===== src/rtl/mips_regfile_sb.sv =====
// MIPS32 register file with a per-register write-pending scoreboard.
// A source with an outstanding write stalls issue unless the completing writeback is bypassed.
module mips_regfile_sb #(
  parameter int XLEN  = 32,
  parameter int NREGS = 32,
  parameter int AW    = 5,
  parameter int CW    = 2
) (
  input  logic             clk1,
  input  logic             reset,
  input  logic             issue_valid,
  input  logic [AW-1:0]    issue_rs,
  input  logic [AW-1:0]    issue_rt,
  input  logic             issue_use_rs,
  input  logic             issue_use_rt,
  input  logic             issue_we,
  input  logic [AW-1:0]    issue_rd,
  output logic             stall,
  output logic             op_valid,
  output logic [XLEN-1:0]  rs_data,
  output logic [XLEN-1:0]  rt_data,
  input  logic             wb_valid,
  input  logic [AW-1:0]    wb_rd,
  input  logic [XLEN-1:0]  wb_data,
  input  logic             flush,
  output logic [NREGS-1:0] busy_mask,
  output logic             wb_err
);

  localparam logic [CW-1:0] CNT_ZERO = {CW{1'b0}};
  localparam logic [CW-1:0] CNT_ONE  = {{(CW-1){1'b0}}, 1'b1};
  localparam logic [CW-1:0] CNT_MAX  = {CW{1'b1}};
  localparam logic [AW-1:0] IDX_ZERO = {AW{1'b0}};

  logic [XLEN-1:0]  r_regs [NREGS];
  logic [CW-1:0]    r_cnt  [NREGS];

  logic             w_rs_haz;
  logic             w_rt_haz;
  logic             w_rd_haz;
  logic             w_fire;
  logic [XLEN-1:0]  w_rs_val;
  logic [XLEN-1:0]  w_rt_val;
  logic [NREGS-1:0] w_inc;
  logic [NREGS-1:0] w_dec;

  // A lone pending write that retires this very cycle is forwarded, so it is not a hazard.
  function automatic logic src_hazard(input logic use_src, input logic [AW-1:0] src,
                                      input logic [CW-1:0] cnt, input logic wv,
                                      input logic [AW-1:0] wrd);
    logic byp;
    byp = (cnt == CNT_ONE) && wv && (wrd == src);
    return use_src && (src != IDX_ZERO) && (cnt != CNT_ZERO) && !byp;
  endfunction

  function automatic logic [XLEN-1:0] read_op(input logic [AW-1:0] src, input logic wv,
                                              input logic [AW-1:0] wrd,
                                              input logic [XLEN-1:0] wd,
                                              input logic [XLEN-1:0] stored);
    logic [XLEN-1:0] val;
    if (src == IDX_ZERO) begin
      val = {XLEN{1'b0}};
    end else if (wv && (wrd == src)) begin
      val = wd;
    end else begin
      val = stored;
    end
    return val;
  endfunction

  // Hazard detection, issue acceptance and operand selection.
  always_comb begin
    w_rs_haz = src_hazard(issue_use_rs, issue_rs, r_cnt[issue_rs], wb_valid, wb_rd);
    w_rt_haz = src_hazard(issue_use_rt, issue_rt, r_cnt[issue_rt], wb_valid, wb_rd);
    w_rd_haz = issue_we && (issue_rd != IDX_ZERO) && (r_cnt[issue_rd] == CNT_MAX);
    stall    = issue_valid && (w_rs_haz || w_rt_haz || w_rd_haz);
    w_fire   = issue_valid && !stall;
    w_rs_val = read_op(issue_rs, wb_valid, wb_rd, wb_data, r_regs[issue_rs]);
    w_rt_val = read_op(issue_rt, wb_valid, wb_rd, wb_data, r_regs[issue_rt]);
  end

  // Per-register increment/decrement requests and the busy view of the counters.
  always_comb begin
    w_inc     = {NREGS{1'b0}};
    w_dec     = {NREGS{1'b0}};
    busy_mask = {NREGS{1'b0}};
    for (int i = 1; i < NREGS; i++) begin
      w_inc[i]     = w_fire && issue_we && (issue_rd == AW'(i));
      w_dec[i]     = wb_valid && (wb_rd == AW'(i)) && (r_cnt[i] != CNT_ZERO);
      busy_mask[i] = (r_cnt[i] != CNT_ZERO);
    end
  end

  // Pending-write counters; flush wins over any increment or decrement.
  always_ff @(posedge clk1 or posedge reset) begin
    if (reset) begin
      for (int i = 0; i < NREGS; i++) r_cnt[i] <= CNT_ZERO;
    end else if (flush) begin
      for (int i = 0; i < NREGS; i++) r_cnt[i] <= CNT_ZERO;
    end else begin
      for (int i = 0; i < NREGS; i++) begin
        if (w_inc[i] && !w_dec[i]) begin
          r_cnt[i] <= r_cnt[i] + CNT_ONE;
        end else if (w_dec[i] && !w_inc[i]) begin
          r_cnt[i] <= r_cnt[i] - CNT_ONE;
        end else begin
          r_cnt[i] <= r_cnt[i];
        end
      end
    end
  end

  // Architectural registers; R0 is never written so it stays zero.
  always_ff @(posedge clk1 or posedge reset) begin
    if (reset) begin
      for (int i = 0; i < NREGS; i++) r_regs[i] <= {XLEN{1'b0}};
    end else if (wb_valid && (wb_rd != IDX_ZERO)) begin
      r_regs[wb_rd] <= wb_data;
    end
  end

  // Operand latch, one cycle after an accepted issue.
  always_ff @(posedge clk1 or posedge reset) begin
    if (reset) begin
      op_valid <= 1'b0;
      rs_data  <= {XLEN{1'b0}};
      rt_data  <= {XLEN{1'b0}};
    end else begin
      op_valid <= w_fire;
      if (w_fire) begin
        rs_data <= w_rs_val;
        rt_data <= w_rt_val;
      end
    end
  end

  // Sticky flag for a writeback nobody was waiting for.
  always_ff @(posedge clk1 or posedge reset) begin
    if (reset) begin
      wb_err <= 1'b0;
    end else if (wb_valid && (wb_rd != IDX_ZERO) && (r_cnt[wb_rd] == CNT_ZERO)) begin
      wb_err <= 1'b1;
    end
  end

endmodule


===== config.mk =====
export PLATFORM = sky130hd
export DESIGN_NAME = mips_regfile_sb
export DESIGN_NICKNAME = d
export VERILOG_FILES = /design/src/rtl/mips_regfile_sb.sv
export SDC_FILE = /design/constraint.sdc
export NUM_CORES = 2
export LEC_CHECK = 0
export CORE_MARGIN = 8
export CORE_UTILIZATION = 57
export CTS_CLUSTER_DIAMETER = 80
export DETAILED_ROUTE_END_ITERATION = 10
export PLACE_DENSITY = 0.8
export SLEW_MARGIN = 20
export SYNTH_ARGS = -nofsm -noshare
export SYNTH_HDL_FRONTEND = slang
export SYNTH_SLANG_ARGS = --single-unit

===== constraint.sdc =====
create_clock -name clk1 -period 42.8 [get_ports clk1]
set_input_delay 8.56 -clock clk1 [delete_from_list [all_inputs] [get_ports clk1]]
set_output_delay 8.56 -clock clk1 [all_outputs]
set_load 0.02 [all_outputs]

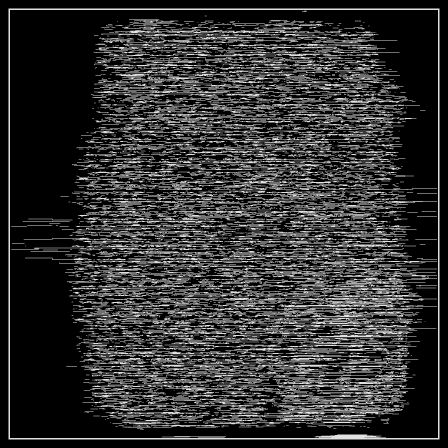
**Above:** M1 wires.
main direction = horizontal
nets with wire on the layer = 4789
longest straight run = 81.4 um

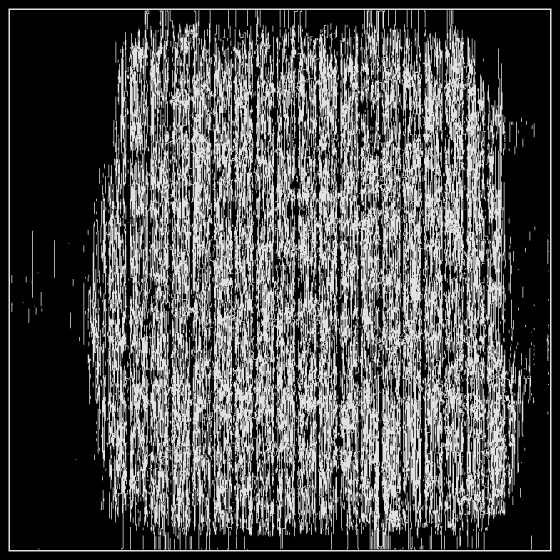
**Above:** metal 2.
share of all routed wire = 46%
main direction = vertical

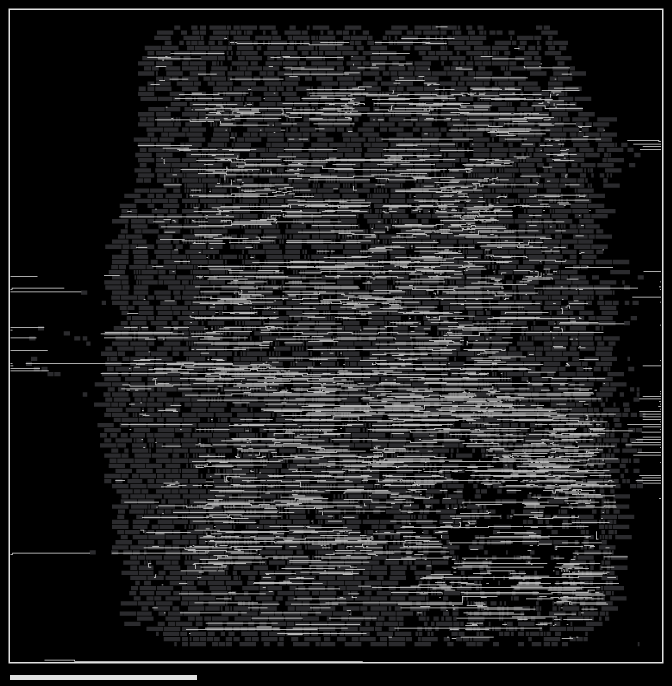
**Above:** signal wires on met3.
The bar under the picture is 100 um long.
share of all routed wire = 13%
longest straight run = 154 um
wire length on this layer = 26.4 mm
nets with wire on the layer = 774
main direction = horizontal

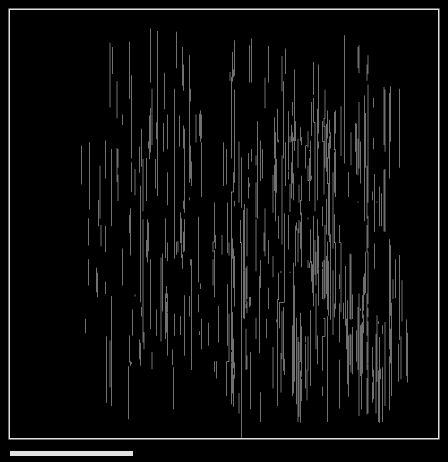
**Above:** metal 4.
The bar under the picture is 100 um long.
longest straight run = 158 um
share of all routed wire = 6.5%
wire length on this layer = 13400 um
main direction = vertical

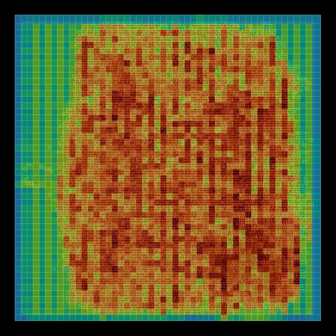
**Above:** congestion heat map.
met2 Usage GRT: 0.511
Global Route Usage Sum: 0.336
GRT busiest layer: met2

==> job_summary.md <==
## Synthesis and layout report

| Metric | Value |
|---|---|
| Run status | `finished clean` |
| Synth top area share | `0.459` |
| WP buf/inv | `2` |
| Yosys reg bits | `1152` |
| Critical Path Slowest Stage Cell | `and3_4` |
| Max Buffers Root-to-Sink | `3` |
| Synth cell types | `68` |
| Period minus WS final | `21250 ps` |
| Yosys warns | `0` |
| Post-synthesis sequential area ratio | `0.459` |
| Die area | `roughly 120000 um^2` |
| Worst r2r src | `r_cnt[41]` |
| Number of enable flip-flop cells | `0` |
| Global placer's final weighted congestion | `0.970` |
| Fp_density | `0.571` |
| Least-Margin Pin Slew | `1230 ps` |
| Fin nets | `about 5k` |
| Initial antenna violation count | `8` |
| Avg Cell Area, Syn | `12.2 um^2` |
| Total number of vias | `around 47k` |
| First-pass GRT wire length | `307000 um` |
| Largest stage delay, worst path | `about 930 ps` |
| Dpl ws | `21650 ps` |
| Average vias per placed instance | `approximately 7` |
| Clock skew | `40.2 ps` |
| Cell depth of the worst flop-to-flop path | `11` |
| Cell mode on critical path | `clkdlybuf4s50_1` |
| 1st-iter DRT viols | `6837` |
| Share of cells above drive strength 1 | `0.328` |
| Die x size | `approximately 350 um` |
| WL final | `205000 um` |
| Reg2Reg Setup Slack | `38260 ps` |
| Beginning of the critical path | `wb_rd[1]` |
| Clk root buf | `clkbuf_16` |
| DR pass1 iterations | `6` |
| IO Port Bufs | `about 160` |
| Finished Core Util | `0.630` |
| FMAX | `around 0.047 GHz` |
| Tool warnings | `30` |
| # H-tree levels | `3` |
| GRT overflow | `0` |
| Critical path depth in cells | `9` |
| DP HPWL | `113000 um` |
| Leading area contributor after synthesis | `dfrtp_1` |
| Clock latency on the worst-skew pair | `710 ps` |
| Post-layout period usage | `0.496` |
| Detail Route Antenna Nets | `0` |
| Hold Worst Slack | `393 ps` |
| Fin. Hold Viols | `0` |
| CP Data Required Time | `34240 ps` |
| Setup_tns | `0 ps` |
| I/O Pins | `between 150 and 200` |
| CTS tree | `done` |
| Cell with the most instances after synthesis | `nand2_1` |
| RSZ-0062 raised after global routing | `no` |
| Post-synthesis chip area from yosys | `62800 um^2` |
| Top cells by area | `dfrtp_1, mux4_2, mux2_2` |
| Drt wl/cell | `just over 30 um` |
| Peak supply drop | `0.0000338 V` |
| Syn Inst Count | `a little over 5k` |
| Core ar. | `between 100000 and 150000 um^2` |
| Worst Setup EP | `stall` |
| Commonest Layout Cell | `nand2_1` |
| Post_cts resized | `0` |
| Post-Syn Nets | `approximately 5.2k` |
| Hold Buf Count CTS | `0` |
| Post-route worst setup slack | `between 20000 and 25000 ps` |
| Top cells excl fill/tap | `nand2_1, dfrtp_1, mux4_2, mux2_2, clkdlybuf4s50_1` |
| Largest net degree at the start of global routing | `about 110` |
| Vias in the first global route | `48.4k` |
| Post-CTS Setup Bufs | `0` |
| Synth Flop Type | `dfrtp_1` |
[cells by family (layout without fill, tap and decap cells)]
kind of cell | Yosys count | count (layout) | share of synthesized area
xor gates and xnor gates | 10 | 10 | 0.00139
AOI/OAI and AO/OA | 357 | 357 | 0.0384
and+or+nand+nor | 1766 | 1766 | 0.115
other | 1 | 12 | 0.0000597
DFF | 1152 | 1152 | 0.459
muxes | 1311 | 1311 | 0.353
buffers and inverters | 539 | 497 | 0.0335
[sequential cells by signal, summed over array words and instances (netlist names)]
| name | count |
|---|---|
| r_regs | 1024 |
| r_cnt | 62 |
| rs_data | 32 |
| rt_data | 32 |
| op_valid | 1 |
| wb_err | 1 |
[cell type report]
cell class              instances  area [um^2]
diodes                         11         27.5
clock buffers                 160         3330
clock inverters                46          699
fillers                      7842        40700
inverters                      19         78.8
multi-input cells            3445        32100
flip-flops and latches       1152        28800
well taps                    1488         1860
repair buffers                272         2390
[power breakdown]
group          internal (mW)  switching (mW)
Sequential              1.29           0.157
Clock                  0.647           0.440
Combinational          0.379           0.308
Total                   2.31           0.905
[worst min path at each step]
stage / to / slack, ps / from / depth (start not counted)
after floorplan: r_regs[1000] / 440 / r_regs[1000] / 1
after global placement: r_regs[997] / 380 / r_regs[997] / 0
after detailed placement: r_regs[1017] / 380 / r_regs[1017] / 0
after CTS: r_regs[1010] / 400 / r_regs[1010] / 0
after global routing: r_regs[1006] / 410 / r_regs[1006] / 0
final: r_regs[1017] / 390 / r_regs[1017] / 0
[stage by stage]
step                instance area (um^2)  cells
finish                             69300   6593
global route                       69300   6584
CTS                                69300   6581
detailed placement                 65300   6375
global placement                   65300   6375
floorplan                          62800   5136
[routing by layer]
metal | track usage | wire length, um
met1 | 0.427 | 70400
met2 | 0.511 | 94600
met3 | 0.0994 | 26400
met4 | 0.204 | 13400
met5 | 0 | 23
